<file path="src/rtl/wis_pkg.sv">
// Shared definitions for the score-RAM write-port manager and the score-RAM reader:
// the score word width, the port-width helpers and the cell-to-linear-address mapping.
package wis_pkg;

  localparam int SCORE_W = 9;

  // Width of an index port, able to hold 0..n.
  function automatic int idx_w(input int n);
    return $clog2(n) + 1;
  endfunction

  // Width of the linear address port of an (n+1)x(n+1) matrix.
  function automatic int addr_w(input int n);
    return (n + 1) * (n + 1);
  endfunction

  // Row-major linear address of cell (r,c) in an (n+1)x(n+1) matrix.
  function automatic logic [63:0] cell_addr(input int n, input logic [63:0] r,
                                            input logic [63:0] c);
    return r * 64'(n + 1) + c;
  endfunction

endpackage

</file>
<file path="src/rtl/wis_index_to_addr.sv">
// Combinational (r,c) -> r*(N+1)+c, zero-extended to the address width.
module wis_index_to_addr
  import wis_pkg::*;
#(
  parameter int N  = 5,
  parameter int IW = idx_w(N),
  parameter int AW = addr_w(N)
) (
  input  logic [IW-1:0] r,
  input  logic [IW-1:0] c,
  output logic [AW-1:0] addr
);

  // Constant multiply by the row pitch plus the column offset.
  assign addr = AW'(cell_addr(N, 64'(r), 64'(c)));

endmodule

</file>
<file path="src/rtl/writing_index_score.sv">
// Score-RAM write-port manager for the Needleman-Wunsch array.
// Chooses between the init sequencer (row 0 / column 0 gap scores) and the fill
// datapath, giving init priority, and registers one write per clock.
// Optional build macro WIS_BOUNDS_CHECK_EN suppresses writes whose index exceeds N.
module writing_index_score
  import wis_pkg::*;
#(
  parameter int N           = 5,
  parameter int BitAddr     = idx_w(N) - 1,
  parameter int addr_lenght = addr_w(N) - 1
) (
  input  logic                      clk,
  input  logic                      rst,
  input  logic                      en_ins,
  input  logic                      en_init,
  input  logic                      hit,
  input  logic [BitAddr:0]          i,
  input  logic [BitAddr:0]          j,
  input  logic [BitAddr:0]          addr_init,
  input  logic signed [SCORE_W-1:0] max,
  input  logic signed [SCORE_W-1:0] data_init,
  output logic [addr_lenght:0]      addr_out,
  output logic signed [SCORE_W-1:0] data_out,
  output logic                      we
);

  localparam int IW = BitAddr + 1;
  localparam int AW = addr_lenght + 1;

  logic [IW-1:0]             init_r;
  logic [IW-1:0]             init_c;
  logic [AW-1:0]             init_addr;
  logic [AW-1:0]             fill_addr;
  logic                      init_ok;
  logic                      fill_ok;
  logic                      req_vld;
  logic [AW-1:0]             req_addr;
  logic signed [SCORE_W-1:0] req_data;

  logic [AW-1:0]             addr_p0;
  logic signed [SCORE_W-1:0] data_p0;
  logic                      vld_p0;

  // Init target: hit=0 selects row-0 cell (0,k), hit=1 selects column-0 cell (k,0).
  always_comb begin
    init_r = '0;
    init_c = '0;
    if (hit) begin
      init_r = addr_init;
    end else begin
      init_c = addr_init;
    end
  end

  wis_index_to_addr #(.N(N), .IW(IW), .AW(AW)) u_init_addr (
    .r    (init_r),
    .c    (init_c),
    .addr (init_addr)
  );

  wis_index_to_addr #(.N(N), .IW(IW), .AW(AW)) u_fill_addr (
    .r    (i),
    .c    (j),
    .addr (fill_addr)
  );

`ifdef WIS_BOUNDS_CHECK_EN
  localparam logic [IW-1:0] N_IDX = IW'(N);
  // Any index past N would land outside the matrix: refuse the write.
  assign init_ok = (addr_init <= N_IDX);
  assign fill_ok = (i <= N_IDX) && (j <= N_IDX);
`else
  assign init_ok = 1'b1;
  assign fill_ok = 1'b1;
`endif

  // Source mux: init wins; a simultaneous fill request is dropped, not queued.
  always_comb begin
    req_vld  = 1'b0;
    req_addr = '0;
    req_data = '0;
    if (en_init) begin
      req_vld  = init_ok;
      req_addr = init_addr;
      req_data = data_init;
    end else if (en_ins) begin
      req_vld  = fill_ok;
      req_addr = fill_addr;
      req_data = max;
    end
  end

  // Stage p0: output register bank; address/data only move on an accepted write.
  always_ff @(posedge clk or posedge rst) begin
    if (rst) begin
      vld_p0  <= 1'b0;
      addr_p0 <= '0;
      data_p0 <= '0;
    end else begin
      vld_p0 <= req_vld;
      if (req_vld) begin
        addr_p0 <= req_addr;
        data_p0 <= req_data;
      end
    end
  end

  assign we       = vld_p0;
  assign addr_out = addr_p0;
  assign data_out = data_p0;

endmodule

</file>
<file path="config.mk">
export PLATFORM = sky130hd
export DESIGN_NAME = writing_index_score
export DESIGN_NICKNAME = d
export VERILOG_FILES = /design/src/rtl/wis_pkg.sv /design/src/rtl/wis_index_to_addr.sv /design/src/rtl/writing_index_score.sv
export SDC_FILE = /design/constraint.sdc
export NUM_CORES = 1
export LEC_CHECK = 0
export ABC_AREA = 0
export ABC_CLOCK_PERIOD_IN_PS = 2200
export CORE_MARGIN = 8
export CORE_UTILIZATION = 40
export DETAILED_ROUTE_END_ITERATION = 10
export MAX_ROUTING_LAYER = met4
export PLACE_DENSITY = 0.8
export SKIP_LAST_GASP = 1
export SLEW_MARGIN = 30
export SYNTH_ARGS = -nofsm -noshare
export SYNTH_HDL_FRONTEND = slang
export SYNTH_SLANG_ARGS = --single-unit
</file>
<file path="constraint.sdc">
create_clock -name clk -period 2.2 [get_ports clk]
set_clock_uncertainty 0.1 [all_clocks]
set_input_delay 0.22 -clock clk [delete_from_list [all_inputs] [get_ports clk]]
set_output_delay 0.22 -clock clk [all_outputs]
set_load 0.03 [all_outputs]
</file>
==> Changelog: implementation, run 1 <==
### Metrics

* Top cells by area: dfrtp_1, buf_4, ha_1, mux2i_1, nand2_1
* Internal Power at 0.809 mW
* Wire length on met2 at 2220 µm
* CP top delay family: adder cells
* Antenna diodes at 0
* PortBufs at 52
* Xor+xnor area frac at 5.19%
* DIE AREA at 6330 µm²
* Clock buf count at 4
* Crit path DAT at 2.21 ns
* CTS Root Cell: clkbuf_8
* PnR worst setup slack at 0.0743 ns
* Final hold violations at 0
* Final nets at 307
* Largest class: logic gates
* Switching share of power at 36.1%
* Met2 Use GR at 21.8%
* Mi-comb count at 143
* Fmax at 470 MHz
* CTS clock-pin slew for the worst setup and hold paths at 0.07 ns
* First-pass GRT wire length at 6380 µm
* Count of library flops with an enable pin at 0
* Yosys stat chip area at 1620 µm²
* Logic area at 1110 µm²
* R2r startpoint: addr_out[1]
* Final setup violation count at 0
* YS warnings at 0
* Crit path time final at 2.13 ns
* Synth top area share at 27.9%
* Top Metal Used: met4
* Most numerous cell in the Yosys netlist: buf_4
* Inverters excl. clock at 10
* N_taps at 50
* Slowest-stage cell, CP: fa_1
* Inst Count DP at 299
* Critical Path, Cell by Cell: clkdlybuf4s15_1, ha_2, fa_1, ha_4, a21oi_4, a21oi_4, buf_4, o311a_1, a21oi_2
* Met3 routed WL at 261 µm
* Post-CTS Setup Inserts at 1
* Slew @ Worst Pin at 0.671 ns
* Final hold slack at 0.262 ns
* Congestion Overflow GR at 0
* Max reg flops at 9
* Flops at 18
* Mux share at 8.05%
* Die height at 79.6 µm
* Largest net degree at the start of global routing at 19
* Ao+oa area frac at 14.3%
* Clock sinks at 18
* Vias in the first global route at 1,430
* CP bufs+invs at 2
* WP data required at 2.28 ns
* Async set-reset flop share out of synthesis at 100%
* P_comb at 0.616 mW
* Registers, synthesis at 18
* Worst path depth at 9
* Comb/total area at 45.2%
* Reg2Reg Depth at 3
* Top Layout Cells: clkdlybuf4s50_1, conb_1, buf_4
* P_sw at 0.457 mW
* Unique cell types at 41
* Routability Congestion at 0.833
* Seq/total area at 18.3%
* Dpl ws at -0.524 ns
* Crit path launch: i[1]
* Clock group at 0.264 mW
* Initial antenna violation count at 0
* Status: completed
* Static leakage at 1.16 nW
* Fraction of layout cells with a size suffix above 1 at 22.7%
* Site Rows at 23
* Mapped Cells at 179
* Post-Synth Simple-Gate Area at 13.2%
* Top Consumer: combinational cells
* CP Class: in -> reg
* Area leader, netlist: dfrtp_1
* P per Cell Area at 515 nW/µm²
* DR vias/cell at 4.64
* OpenROAD warnings at 28
* Cts repair resizes at 11
* Initial drt markers at 59
* Cell Area, Synth at 1620 µm²
* Cycle use final at 96.6%
* Top logic family: buffers and inverters
* Wl on met1 at 1640 µm
* CP Capture Type: flop
* Setup crit start kind: input port
* Initial Utilization at 41.0%
* DRC Markers at 0
* TritonCTS Buffers at 3
* H-Tree Depth at 1
* Area after DPL at 2240 µm²
* Antenna Nets Post-Route at 0
* Area growth from synthesis to layout at 52.0%
* Crit Reg-Reg Endpoint: addr_out[1]
* Met3 usage in global routing at 1.91%
* Storage cell area at 450 µm²
* Critical path's most frequent cell: a21oi_4
* Dominant register cell: dfrtp_1
* Relative slew slack at 55.2%
* Non-clk buf share at 30.1%
* P_seq at 0.387 mW
* Yosys cell count at 179
* Post-layout util at 62.3%
* Sequential share of power at 30.6%
* Clk cell area share at 2.24%
* Hold buffers post-CTS at 0
* Core area at 3940 µm²
* # fillers at 341
* CTS max path bufs at 2
* Fin cells at 306
* Comb pwr share at 48.6%
* Die X at 79.6 µm
* Detailed placement HPWL at 3350 µm
* Peak supply drop at 0.270 mV
* Buffers outside the clock class at 81
* Commonest Layout Cell: clkdlybuf4s50_1
* Clock power share at 20.8%
* Drt pass-1 iters at 4
* Largest stage delay, worst path at 0.58 ns
* Crit Path Max Fanout at 4
* Max_cap viols at 0
* HP Class: in -> async
* Post-synth top cells: buf_4, dfrtp_1, nand2_1
* Post-route cell area at 2460 µm²
* Late-Pin Clk Latency at 0.25 ns
* Total Power at 1.27 mW
* FF-to-FF setup slack at 1.19 ns
* Final setup TNS at 0 ns
* TritonCTS clock tree: done
* Worst Setup EP: addr_out[4]
* Final Max Slew Viols at 0
* Top Usage Layer GRT: met2
* Adder-cell share of the synthesized area at 13.0%
* Global-route met1 utilization at 14.1%
* Synth Seq Share at 27.9%
* Syn avg cell area at 9.03 µm²
* Io pins at 81
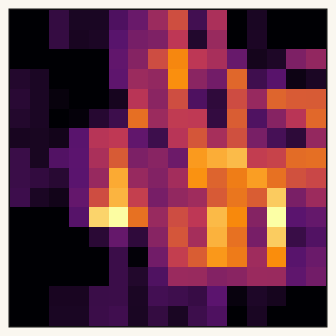
(run_1/wire_density.png)
16 x 16 tiles, from black (low) to pale yellow (high), scaled to the fullest tile. Values are wire area over tile area, all layers added.
densest ninth of the die = east
tiles over half the peak = 23%
fullest tile = 0.37
mean over tiles = 0.11
nearly empty tiles = 20%
All-Layer GR Usage: 12.7%
Routed WL per cell: 13.7 µm
vias post-DR: 1,421
DRT Wirelength: 4210 µm

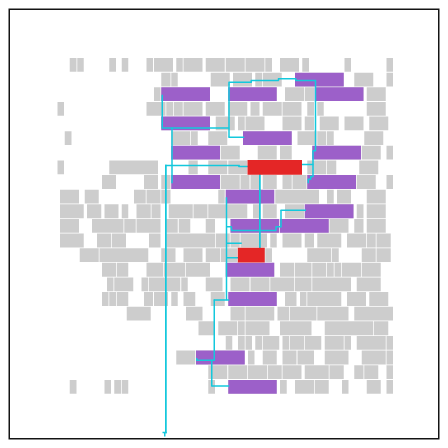
(run_1/clock_map.png)
purple -> flip-flops  # count 18
cyan -> clock wires  # length 243 µm
red -> cells driving clock nets  # count 3
routed clock nets = 4

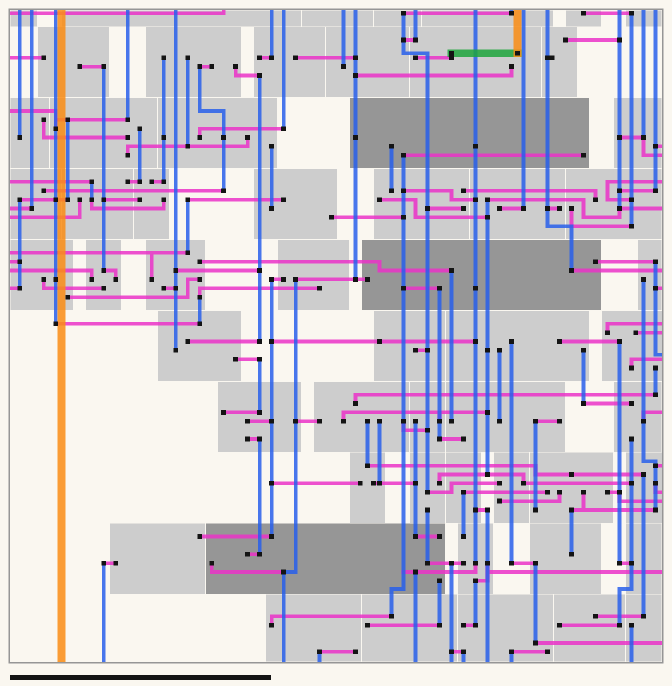
(run_1/zoom.png)
Scale bar: 10 µm. Window x 27 to 52, y 11 to 36 µm. Cells in grey, sequential cells in the stronger grey; small squares are vias.
blue -> met2
green -> met3
orange -> met4
magenta -> met1
cells with their middle in the window = 45
sequential cells in the window = 3
netlist names of flops here include = addr_out (3)
most frequent = buf_4 (8), nand2_1 (4), clkdlybuf4s50_1 (4)

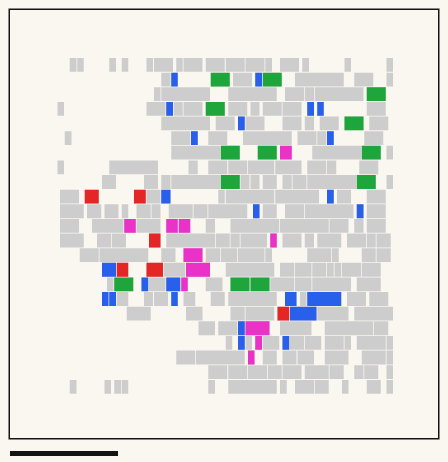
(run_1/gate_families.png)
Scale bar: 20 µm.
green -> multiplexers  # cells 13
blue -> NAND gates  # cells 24
magenta -> NOR gates  # cells 11, where centre
red -> AND and OR gates  # cells 6

==> run 2: changes to the inputs <==
--- a/config.mk
+++ b/config.mk
@@ -7,11 +7,14 @@
 export LEC_CHECK = 0
 export ABC_AREA = 0
 export ABC_CLOCK_PERIOD_IN_PS = 2200
+export CELL_PAD_IN_SITES_DETAIL_PLACEMENT = 0
+export CELL_PAD_IN_SITES_GLOBAL_PLACEMENT = 1
 export CORE_MARGIN = 8
-export CORE_UTILIZATION = 40
+export CORE_UTILIZATION = 31
+export CTS_CLUSTER_DIAMETER = 50
 export DETAILED_ROUTE_END_ITERATION = 10
 export MAX_ROUTING_LAYER = met4
-export PLACE_DENSITY = 0.8
+export PLACE_DENSITY_LB_ADDON = 0.1
 export SKIP_LAST_GASP = 1
 export SLEW_MARGIN = 30
 export SYNTH_ARGS = -nofsm -noshare
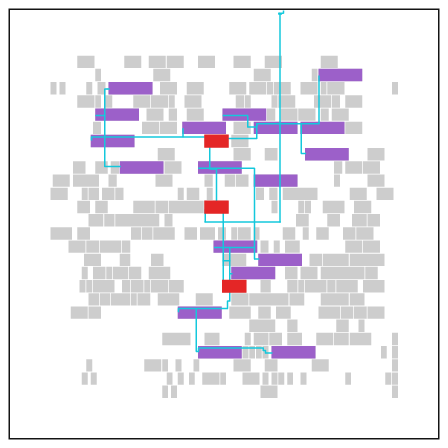
(run_2/clock_map.png)
clock power share: 22.2%
Late-Pin Clk Latency: 0.25 ns

==> run 2 against run 1 <==
- die size grew 23%
- flip-flop count did not move
- cell count increased by 5.6%
- design area fell by 1.8%
- via count shrank 3.0%
- worst setup slack gained 0.0080 ns
- clock power up 4%
- combinational power down 5.8%
- register-to-register slack hardly changed
- core utilization is 15 points lower
- sequential share of layout area rose by 0.34 points
- largest power group unchanged
- highest routed layer unchanged
==> Changelog: implementation, run 2 <==
### Metrics

* TritonCTS Buffers at 3 (unchanged)
* Buffers outside the clock class at 78 (-3.7%)
* Antenna Nets Post-Route at 0 (unchanged)
* Initial antenna violation count at 0 (unchanged)
* Crit path DAT at 2.21 ns (about the same)
* CTS max path bufs at 2 (unchanged)
* Detailed placement HPWL at 3490 µm (+4.4%)
* Die X at 88.2 µm (+11%)
* Switching share of power at 36.2% (+0.15 points)
* Clock buf count at 4 (unchanged)
* Xor+xnor area frac at 5.19% (unchanged)
* Crit path time final at 2.12 ns (-0.00796 ns)
* CTS clock-pin slew for the worst setup and hold paths at 0.07 ns (about the same)
* Worst path depth at 9 (unchanged)
* Cts repair resizes at 11 (unchanged)
* Final setup TNS at 0 ns (unchanged)
* Crit Reg-Reg Endpoint: addr_out[1]
* Non-clk buf share at 29.8% (-0.37 points)
* Async set-reset flop share out of synthesis at 100% (unchanged)
* Slowest-stage cell, CP: fa_1
* Storage cell area at 450 µm² (unchanged)
* DR vias/cell at 4.27 (-8.1%)
* Synth top area share at 27.9% (unchanged)
* Top Layout Cells: clkdlybuf4s50_1, conb_1, buf_4
* Inverters excl. clock at 10 (unchanged)
* Site Rows at 26 (+13%)
* Area leader, netlist: dfrtp_1
* Initial drt markers at 47 (-20%)
* Top cells by area: dfrtp_1, buf_4, ha_1, mux2i_1, nand2_1
* Final hold slack at 0.274 ns (+0.0112 ns)
* CTS Root Cell: clkbuf_8
* Logic area at 1060 µm² (-4.3%)
* YS warnings at 0 (unchanged)
* Total Power at 1.24 mW (-1.9%)
* P_sw at 0.450 mW (-1.5%)
* Post-Synth Simple-Gate Area at 13.2% (unchanged)
* Routed WL per cell at 12.9 µm (-6.1%)
* Status: completed
* Largest class: logic gates
* Wl on met1 at 1680 µm (+2.4%)
* Wire length on met2 at 2180 µm (-1.8%)
* DIE AREA at 7780 µm² (+23%)
* Max reg flops at 9 (unchanged)
* Top Metal Used: met4
* Vias post-DR at 1,378 (-3.0%)
* Final nets at 304 (-0.98%)
* Final Max Slew Viols at 0 (unchanged)
* DRT Wirelength at 4170 µm (-0.83%)
* Io pins at 81 (unchanged)
* Met3 usage in global routing at 2.23% (+0.31 points)
* HP Class: in -> async
* Global-route met1 utilization at 11.8% (-2.4 points)
* Area after DPL at 2250 µm² (+0.45%)
* Setup crit start kind: input port
* Met2 Use GR at 18.7% (-3.0 points)
* R2r startpoint: addr_out[1]
* Top logic family: buffers and inverters
* PortBufs at 52 (unchanged)
* CP bufs+invs at 3 (+1)
* Post-route cell area at 2410 µm² (-1.8%)
* Clock sinks at 18 (unchanged)
* Final setup violation count at 0 (unchanged)
* Syn avg cell area at 9.03 µm² (unchanged)
* Largest net degree at the start of global routing at 28 (+9)
* Cycle use final at 96.3% (-0.36 points)
* Clk cell area share at 2.28% (+0.042 points)
* Drt pass-1 iters at 4 (unchanged)
* N_taps at 70 (+40%)
* Static leakage at 1.13 nW (-2.8%)
* Reg2Reg Depth at 3 (unchanged)
* Area growth from synthesis to layout at 49.2%
* CP Capture Type: flop
* Routability Congestion at 0.787 (-5.5%)
* All-Layer GR Usage at 10.8% (-2.0 points)
* DRC Markers at 0 (unchanged)
* Fmax at 472 MHz (+0.38%)
* P_seq at 0.387 mW (about the same)
* Mapped Cells at 179 (unchanged)
* Hold buffers post-CTS at 0 (unchanged)
* Top Usage Layer GRT: met2
* Ao+oa area frac at 14.3% (unchanged)
* Post-synth top cells: buf_4, dfrtp_1, nand2_1
* Vias in the first global route at 1,389 (-2.9%)
* Fraction of layout cells with a size suffix above 1 at 20.2% (-2.5 points)
* WP data required at 2.29 ns (about the same)
* Die height at 88.2 µm (+11%)
* Mi-comb count at 143 (unchanged)
* Unique cell types at 41 (unchanged)
* Yosys cell count at 179 (unchanged)
* Sequential share of power at 31.1% (+0.5 points)
* Max_cap viols at 0 (unchanged)
* CP top delay family: adder cells
* Clock group at 0.275 mW (+4%)
* Antenna diodes at 0 (unchanged)
* Comb pwr share at 46.7% (-1.9 points)
* Largest stage delay, worst path at 0.58 ns (about the same)
* Post-layout util at 47.5% (-15 points)
* Core area at 5070 µm² (+29%)
* Top Consumer: combinational cells
* Internal Power at 0.792 mW (-2.1%)
* Cell Area, Synth at 1620 µm² (unchanged)
* CP Class: in -> reg
* Critical Path, Cell by Cell: dlygate4sd2_1, buf_4, fa_1, ha_4, a21oi_4, a21oi_2, buf_4, o311a_1, a21oi_2
* Most numerous cell in the Yosys netlist: buf_4
* Crit Path Max Fanout at 4 (unchanged)
* Relative slew slack at 53.1% (-2.1 points)
* OpenROAD warnings at 28 (unchanged)
* Mux share at 8.05% (unchanged)
* Congestion Overflow GR at 0 (unchanged)
* Comb/total area at 44.1% (-1.1 points)
* Initial Utilization at 31.9% (-9.1 points)
* Crit path launch: i[1]
* Met3 routed WL at 264 µm (+1.1%)
* Registers, synthesis at 18 (unchanged)
* Adder-cell share of the synthesized area at 13.0% (unchanged)
* Inst Count DP at 317 (+6.0%)
* PnR worst setup slack at 0.0823 ns (+0.00796 ns)
* Dominant register cell: dfrtp_1
* Slew @ Worst Pin at 0.703 ns (+0.0320 ns)
* First-pass GRT wire length at 6500 µm (+1.8%)
* Seq/total area at 18.7% (+0.34 points)
* TritonCTS clock tree: done
* Synth Seq Share at 27.9% (unchanged)
* Final hold violations at 0 (unchanged)
* Worst Setup EP: addr_out[4]
* Peak supply drop at 0.192 mV (-29%)
* Fin cells at 323 (+5.6%)
* FF-to-FF setup slack at 1.18 ns (about the same)
* H-Tree Depth at 1 (unchanged)
* Dpl ws at -0.542 ns (-0.0187 ns)
* P per Cell Area at 515 nW/µm² (about the same)
* Yosys stat chip area at 1620 µm² (unchanged)
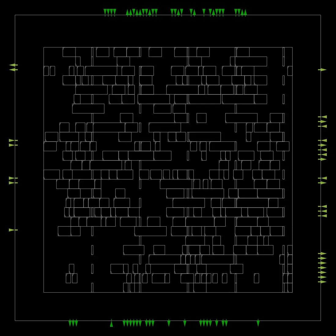
(run_2/final_placement.png)
# fillers: 505
Flops: 18

==> run 3: changes to the inputs <==
--- a/config.mk
+++ b/config.mk
@@ -20,3 +20,4 @@
 export SYNTH_ARGS = -nofsm -noshare
 export SYNTH_HDL_FRONTEND = slang
 export SYNTH_SLANG_ARGS = --single-unit
+export TNS_END_PERCENT = 100
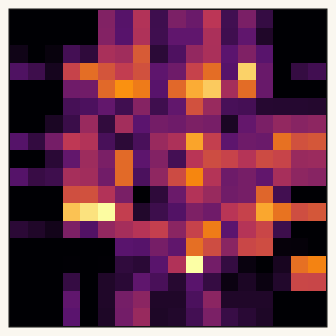
(run_3/wire_density.png)
18 x 18 tiles, from black (low) to pale yellow (high), scaled to the fullest tile. Values are wire area over tile area, all layers added.
mean over tiles = 0.085
emptiest ninth of the die = south-west
nearly empty tiles = 24%
fullest tile = 0.32
tiles over half the peak = 17%
Routed WL per cell: 12.9 µm
All-Layer GR Usage: 10.8%
vias post-DR: 1,378
DRT Wirelength: 4170 µm

==> run 3 against run 2 <==
- clock-buffer cell count stayed put
- flip-flop count is the same
- largest power group unchanged
- global-route usage is the same
- highest routed layer unchanged
- worst setup slack is the same
- critical endpoint unchanged
- synthesized area did not move
- wire length unchanged
- cell count unchanged
- via count unchanged
- critical path type unchanged
- die size unchanged
- combinational power about the same
==> Changelog: implementation, run 3 <==
### Metrics

* Slew @ Worst Pin at 0.703 ns (unchanged)
* Met3 usage in global routing at 2.23% (unchanged)
* Peak supply drop at 0.192 mV (unchanged)
* Worst path depth at 9 (unchanged)
* Crit path DAT at 2.21 ns (about the same)
* P_sw at 0.450 mW (unchanged)
* Cts repair resizes at 11 (unchanged)
* Post-layout util at 47.5% (unchanged)
* Final nets at 304 (unchanged)
* YS warnings at 0 (unchanged)
* N_taps at 70 (unchanged)
* Yosys stat chip area at 1620 µm² (unchanged)
* PnR worst setup slack at 0.0823 ns (unchanged)
* Largest stage delay, worst path at 0.58 ns (about the same)
* CTS Root Cell: clkbuf_8
* Mapped Cells at 179 (unchanged)
* Detailed placement HPWL at 3490 µm (unchanged)
* Registers, synthesis at 18 (unchanged)
* Mux share at 8.05% (unchanged)
* Buffers outside the clock class at 78 (unchanged)
* Die height at 88.2 µm (unchanged)
* DR vias/cell at 4.27 (unchanged)
* Crit Reg-Reg Endpoint: addr_out[1]
* Post-synth top cells: buf_4, dfrtp_1, nand2_1
* P_seq at 0.387 mW (about the same)
* Storage cell area at 450 µm² (unchanged)
* HP Class: in -> async
* Async set-reset flop share out of synthesis at 100% (unchanged)
* Final hold violations at 0 (unchanged)
* Final Max Slew Viols at 0 (unchanged)
* Internal Power at 0.792 mW (unchanged)
* TritonCTS clock tree: done
* Clock sinks at 18 (unchanged)
* DIE AREA at 7780 µm² (unchanged)
* Clock group at 0.275 mW (about the same)
* DRC Markers at 0 (unchanged)
* CTS max path bufs at 2 (unchanged)
* WP data required at 2.29 ns (about the same)
* # fillers at 505 (unchanged)
* Seq/total area at 18.7% (unchanged)
* Inst Count DP at 317 (unchanged)
* Crit Path Max Fanout at 4 (unchanged)
* Adder-cell share of the synthesized area at 13.0% (unchanged)
* Final setup violation count at 0 (unchanged)
* Switching share of power at 36.2% (unchanged)
* Ao+oa area frac at 14.3% (unchanged)
* TritonCTS Buffers at 3 (unchanged)
* Syn avg cell area at 9.03 µm² (unchanged)
* Crit path time final at 2.12 ns (unchanged)
* Drt pass-1 iters at 4 (unchanged)
* Wire length on met2 at 2180 µm (unchanged)
* Top logic family: buffers and inverters
* First-pass GRT wire length at 6500 µm (unchanged)
* Top Usage Layer GRT: met2
* Sequential share of power at 31.1% (about the same)
* Initial antenna violation count at 0 (unchanged)
* OpenROAD warnings at 28 (unchanged)
* Comb pwr share at 46.7% (about the same)
* Congestion Overflow GR at 0 (unchanged)
* Total Power at 1.24 mW (unchanged)
* Relative slew slack at 53.1% (unchanged)
* Static leakage at 1.13 nW (unchanged)
* CP Class: in -> reg
* Clk cell area share at 2.28% (unchanged)
* Clock power share at 22.2% (about the same)
* Clock buf count at 4 (unchanged)
* CTS clock-pin slew for the worst setup and hold paths at 0.07 ns (about the same)
* Top cells by area: dfrtp_1, buf_4, ha_1, mux2i_1, nand2_1
* Slowest-stage cell, CP: fa_1
* Max reg flops at 9 (unchanged)
* Final setup TNS at 0 ns (unchanged)
* CP bufs+invs at 3 (unchanged)
* Final hold slack at 0.274 ns (unchanged)
* Fraction of layout cells with a size suffix above 1 at 20.2% (unchanged)
* Xor+xnor area frac at 5.19% (unchanged)
* Status: completed
* R2r startpoint: addr_out[1]
* Cycle use final at 96.3% (unchanged)
* Initial Utilization at 31.9% (unchanged)
* Top Layout Cells: clkdlybuf4s50_1, conb_1, buf_4
* Met2 Use GR at 18.7% (unchanged)
* Site Rows at 26 (unchanged)
* Largest class: logic gates
* Yosys cell count at 179 (unchanged)
* Antenna diodes at 0 (unchanged)
* Routability Congestion at 0.787 (unchanged)
* Die X at 88.2 µm (unchanged)
* Wl on met1 at 1680 µm (unchanged)
* Most numerous cell in the Yosys netlist: buf_4
* Dominant register cell: dfrtp_1
* Cell Area, Synth at 1620 µm² (unchanged)
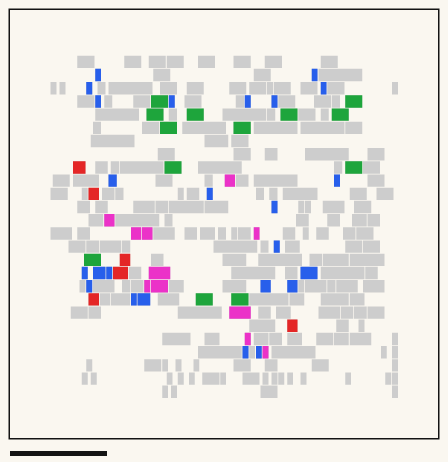
(run_3/gate_families.png)
Scale bar: 20 µm.
red -> AND and OR gates  # cells 6
magenta -> NOR gates  # cells 11
green -> multiplexers  # cells 13
blue -> NAND gates  # cells 24
fin cells: 323
Commonest Layout Cell: clkdlybuf4s50_1
Comb/total area: 44.1%

No activity file was given, so power comes from the tool's default toggle rates.
